Figure 1. Placement view (run 1).
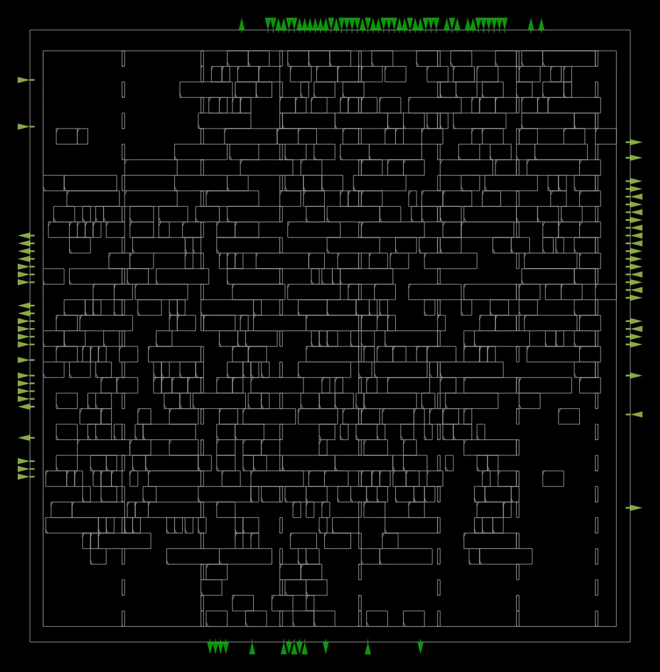
Figure 2. Register map, names as in the netlist (run 1).
Scale bar: 20 um. Other sequential cells in the stronger grey, the rest of the logic in the fainter grey.
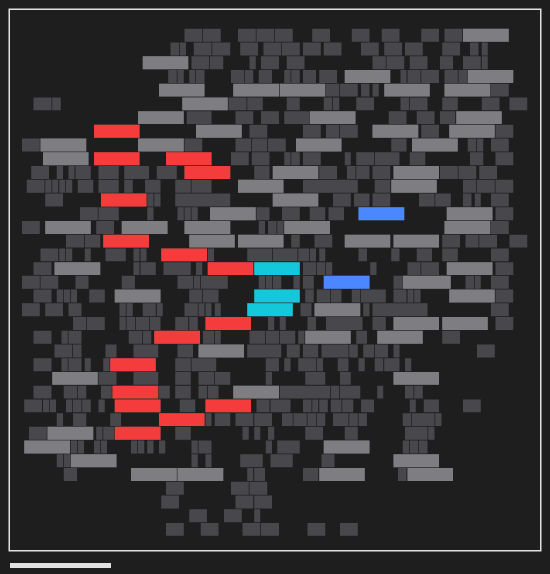
Figure 3. Clock distribution (run 1).
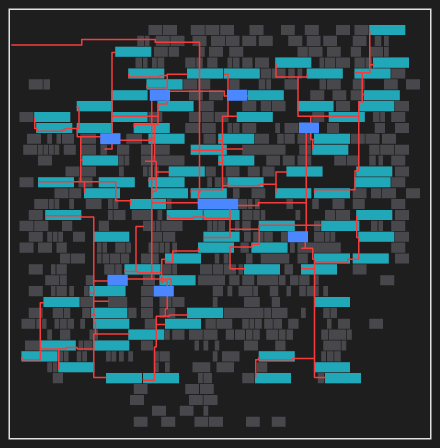
Design mem_access_seq, sky130hd; sources not shown.
==> flow_summary.yaml, run 1 <==
# synthesis and place-and-route metrics
status:
  status: "completed"
synth:
  synth_area_um2: 3960
  synth_cells: 397
  synth_area_per_cell_um2: 9.97
detailed_routing:
  drtIter0Drc: 158
  wl_um: 10600
  ant_nets: 0
sta:
  fmaxAchievable_ghz: 0.320
  rsz0062_at_grt: "false"
  max_slew_margin_pct: 19.7
  hold_viol: 0
  setup_viol: 0
power:
  power_density_nw_per_um2: 675
  comb_power_uw: 1840
  switching_share_pct: 42.6
  seq_power_share_pct: 32.8
grt:
  grt_max_degree: 44
  grt_pass1_vias: 3275
  grt_usage_pct: 19.4
place:
  dp_hpwl_um: 7440
  pre_cts_slack_ns: 1.48
layout:
  layout.cells.non_filler: 633
  fillerInstances: 957
floorplanning:
  die-area_um2: 11200
clock_tree:
  tritoncts: "built"
  post_cts_resized: 0
worst_hold_path:
  hp-class: "register to register"
  holdPathStages: 2
flow_run:
  drv_cap: 0
setup_path:
  reg2reg_depth: 4
  start_kind: "input port"
  critPathCaptureType: "register"
Notes on Figure 1 above:
Well Taps: 136
CORE AREA: 10100 um^2
row cnt: 37
flop count: 81
Seq area share: 37.6%

Notes on Figure 2 above:
[red] mem_wdata | flops: 16
[cyan] op_q | flops: 3
[blue] mem_byte_enable | flops: 2
seq pwr: 1190 uW
final core utilization: 53.4%
Reg area: 2030 um^2

Notes on Figure 3 above:
[cyan] flip-flops | count: 81
[red] clock wires | length: 1020 um
[blue] clock drivers | count: 9
flops lie: widely spread
Clock Latency Late Sink: 0.36 ns
Clock group: 601 uW
skew final: 0.00920 ns
Clock power frac: 16.5%

==> run 1: critical path, stage by stage <==
cell and delay (ns):
clkdlybuf4s50_1 0.71, nand3_1 0.27, a2111oi_4 0.60, a31o_1 0.63, mux2_2 0.40
==> run 1: layout make-up <==
class | count | area [um^2] | share of cell area, %
Sequential cell | 81 | 2030 | 37.6
Multi-Input combinational cell | 275 | 1770 | 32.9
Timing Repair Buffer | 114 | 1130 | 20.9
Tap cell | 136 | 170 | 3.16
Clock buffer | 10 | 138 | 2.55
Clock inverter | 6 | 113 | 2.09
Inverter | 11 | 42.5 | 0.789
==> run 1: routing by layer <==
layer	share of wire (%)	vias up	global-route usage, %	wire length [um]
met2	51	93	32.8	5380
met1	43	1667	25.0	4540
li1	-	1616	-	-
met5	0	-	0	0
met4	1.5	0	5.71	157
met3	5.1	13	4.32	542
--- run 2 (diff from run 1) ---
--- a/config.mk
+++ b/config.mk
@@ -8,7 +8,7 @@
 export CORE_AREA = 2 2 103 105
 export DETAILED_ROUTE_END_ITERATION = 10
 export DIE_AREA = 0 0 105 107
-export PLACE_DENSITY = 0.67
+export PLACE_DENSITY = 0.7
 export SYNTH_ARGS = -nofsm -noshare
 export SYNTH_HDL_FRONTEND = slang
 export SYNTH_HIERARCHICAL = 1
==> constraint.sdc (replaced) <==
create_clock -name clk -period 2.7 [get_ports clk]
set_input_delay 0.405 -clock clk [delete_from_list [all_inputs] [get_ports clk]]
set_output_delay 0.405 -clock clk [all_outputs]
set_load 0.03 [all_outputs]
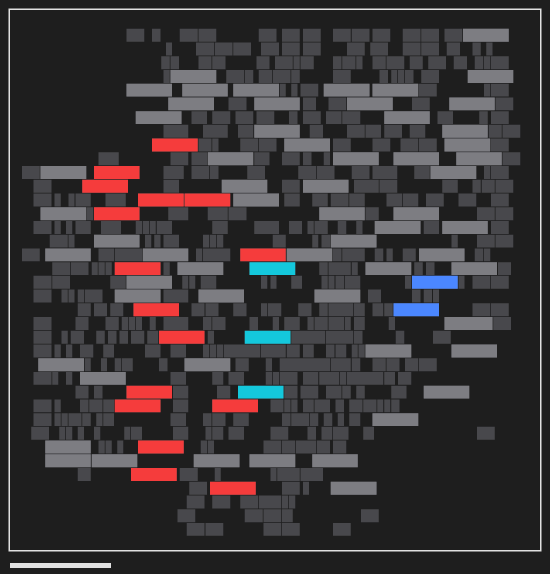
Figure 4: run 2, register map, names as in the netlist.
Scale bar: 20 um. Other sequential cells in the stronger grey, the rest of the logic in the fainter grey.
seq pwr: 2150 uW
Seq area share: 37.5%
final core utilization: 53.5%

==> run 2 against run 1 <==
Against the previous run:
- area after synthesis unchanged
- register-to-register slack got worse by 1.7 ns
- critical path depth did not move
- non-clock buffer count increased by 9
- core utilization up 0.087 points
- via count decreased by 0.56%
- worst hold slack got worse by 0.0091 ns
- highest routed layer unchanged
- critical endpoint is now resp_rdata[13]$_DFFE_PP0P_
- combinational power rose by about 90%
==> flow_summary.yaml, run 2 <==
# synthesis and place-and-route metrics
setup_path:
  path_cells: "inv_1, or3_1, nor2_1, buf_4, a22o_1"
  cpPeakStageDelay_ns: 0.69
  cp_slowest_cell: "dfrtp_1"
  reg2reg_depth: 5
  ff2ff_setup_slack_ns: 0.47
  start_kind: "register"
  critPathCaptureType: "register"
grt:
  grt_max_degree: 45
  grt_usage_pct: 19.6
  antenna_found_initial: 0
  grtUsageMet1_pct: 25.3
  met3_usage_pct: 3.83
  grt.met2_usage_pct: 33.3
  grt_pass1_vias: 3431
floorplanning:
  num_rows: 37
  die-area_um2: 11200
sta:
  fmaxAchievable_ghz: 0.449
  final.setup_skew_ns: 0.0111
  max_slew_margin_pct: 54.6
  setup_viol: 0
  hold_viol: 0
detailed_routing:
  drc: 0
  ant_nets: 0
  wl_um: 10900
  route.met2.wl_um: 5500
  top_layer: "met4"
  wl_met3_um: 452
  routedLengthMet1_um: 4760
  drtIter0Drc: 205
clock_tree:
  post_cts_resized: 0
  cts_max_level: 3
  clk_latency_ns: 0.35
synth:
  synth_area_per_cell_um2: 9.97
  synth_area_um2: 3960
  synth_cells: 397
status:
  status: "completed"
place:
  dp_hpwl_um: 7830
  place_inst: 626
  pre_cts_slack_ns: 0.207
layout:
  layout.cells.non_filler: 642
  fillerInstances: 943
  final_cell_mix: "clkdlybuf4s50_1, dfrtp_1, nand2_1"
worst_hold_path:
  hp-class: "input port to async pin"
power:
  power_density_nw_per_um2: 1200
flow_run:
  drv_cap: 0
-- run 2: final cells by class --
type | instances | area [um^2] | area share, %
clock buffer | 9 | 124 | 2.29
tap | 136 | 170 | 3.15
clock inverter | 7 | 55.1 | 1.02
multi-input combinational | 275 | 1770 | 32.8
inverter | 11 | 42.5 | 0.788
sequential | 81 | 2030 | 37.5
timing repair buffer | 123 | 1210 | 22.4
-- run 2: worst max-delay path: cells and delay by family, from the launching register on --
kind            cells  cell delay [ns]
compound gates      1             0.15
buf+inv             2             0.55
flops               1             0.69
simple gates        2             0.76
-- run 2: report_power, final --
group / switching [uW] / internal (uW)
sequential: 371 / 1780
combinational: 2040 / 1460
clock: 477 / 342
--- run 3 (diff from run 2) ---
--- a/config.mk
+++ b/config.mk
@@ -8,7 +8,7 @@
 export CORE_AREA = 2 2 103 105
 export DETAILED_ROUTE_END_ITERATION = 10
 export DIE_AREA = 0 0 105 107
-export PLACE_DENSITY = 0.7
+export PLACE_DENSITY = 0.67
 export SYNTH_ARGS = -nofsm -noshare
 export SYNTH_HDL_FRONTEND = slang
 export SYNTH_HIERARCHICAL = 1
==> constraint.sdc (replaced) <==
create_clock -name clk -period 2.2 [get_ports clk]
set_input_delay 0.33 -clock clk [delete_from_list [all_inputs] [get_ports clk]]
set_output_delay 0.33 -clock clk [all_outputs]
set_load 0.03 [all_outputs]
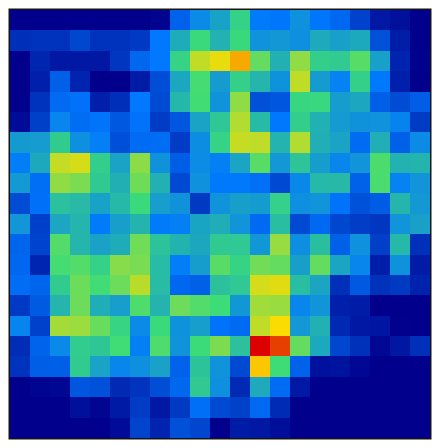
Figure 5: run 3, signal metal coverage by tile.
The die is cut into 21 by 21 equal tiles; dark blue is low, red is high, scaled to the fullest tile. Values are wire area over tile area, all layers added.
nearly empty tiles: 14%
fullest tile: 0.55
emptiest ninth of the die: bottom right
tiles over half the peak: 13%
final wirelength: 10900 um
Routed WL per cell: 16.6 um
via count: 3501
gr usage total: 20.0%

==> run 3 against run 2 <==
Against the previous run:
- worst hold slack worse by 0.095 ns
- die size stayed put
- clock-buffer cell count stayed put
- highest routed layer unchanged
- fmax is 8.5% higher
- critical path depth is 1 higher
- clock skew is 0.0028 ns higher
- first-iteration DRC count is 8.3% higher
- global-route usage is 0.39 points higher
- flip-flop count stayed put
- critical endpoint is now mem_wdata[6]$_DFFE_PP0P_
==> flow_summary.yaml, run 3 <==
# synthesis and place-and-route metrics
status:
  status: "completed"
power:
  power.switching_uw: 3580
  seq-power_uw: 2570
  maxPowerGroup: "combinational cells"
  comb_power_uw: 4480
  switching_share_pct: 43.6
  p_comb_share_pct: 54.5
  power_density_nw_per_um2: 1470
synth:
  synth_area_per_cell_um2: 9.97
place:
  dp_hpwl_um: 7920
  place_inst: 641
  pre_cts_slack_ns: -0.192
layout:
  final_cell_mix: "clkdlybuf4s50_1, dfrtp_1, nand2_1"
  final_util_pct: 55.5
  fillerInstances: 929
sta:
  max_slew_margin_pct: 52.0
  hold_viol: 0
  setup_viol: 0
  rsz0062_at_grt: "false"
detailed_routing:
  wl_met3_um: 455
  routedLengthMet1_um: 4820
clock_tree:
  tritoncts: "built"
  cts_max_level: 3
  post_cts_resized: 0
floorplanning:
  die-area_um2: 11200
setup_path:
  ff2ff_setup_slack_ns: 0.15
  cp.depth: 6
  path_cells: "ha_1, xor2_1, a2111oi_4, a31o_1, buf_12, mux2_2"
  crit_family: "AND-OR/OR-AND gates"
  cpPeakStageDelay_ns: 0.41
  start_kind: "register"
flow_run:
  drv_cap: 0
grt:
  grt_pass1_vias: 3549
  met3_usage_pct: 3.89
  grt.met2_usage_pct: 34.3
  grt_max_degree: 36
  grtUsageMet1_pct: 25.6
-- run 3: cell types whose count changed in the layout (fill, tap and decap cells not counted) --
cell	before	now
buf_4	13	24
buf_12	1	5
clkinv_2	2	0
clkinv_4	2	0
inv_8	0	2
a21oi_1	21	20
a21oi_2	1	2
bufinv_16	0	1
clkinvlp_4	2	3
-- run 3: final cells by class --
type / count / area [um^2] / share of cell area [%]
Timing Repair Buffer: 138 / 1370 / 24.5
Clock inverter: 7 / 85.1 / 1.52
Clock buffer: 9 / 124 / 2.21
Tap cell: 136 / 170 / 3.04
Sequential cell: 81 / 2030 / 36.2
Inverter: 11 / 45.0 / 0.804
Multi-Input combinational cell: 275 / 1780 / 31.7
No activity file was given, so power comes from the tool's default toggle rates.
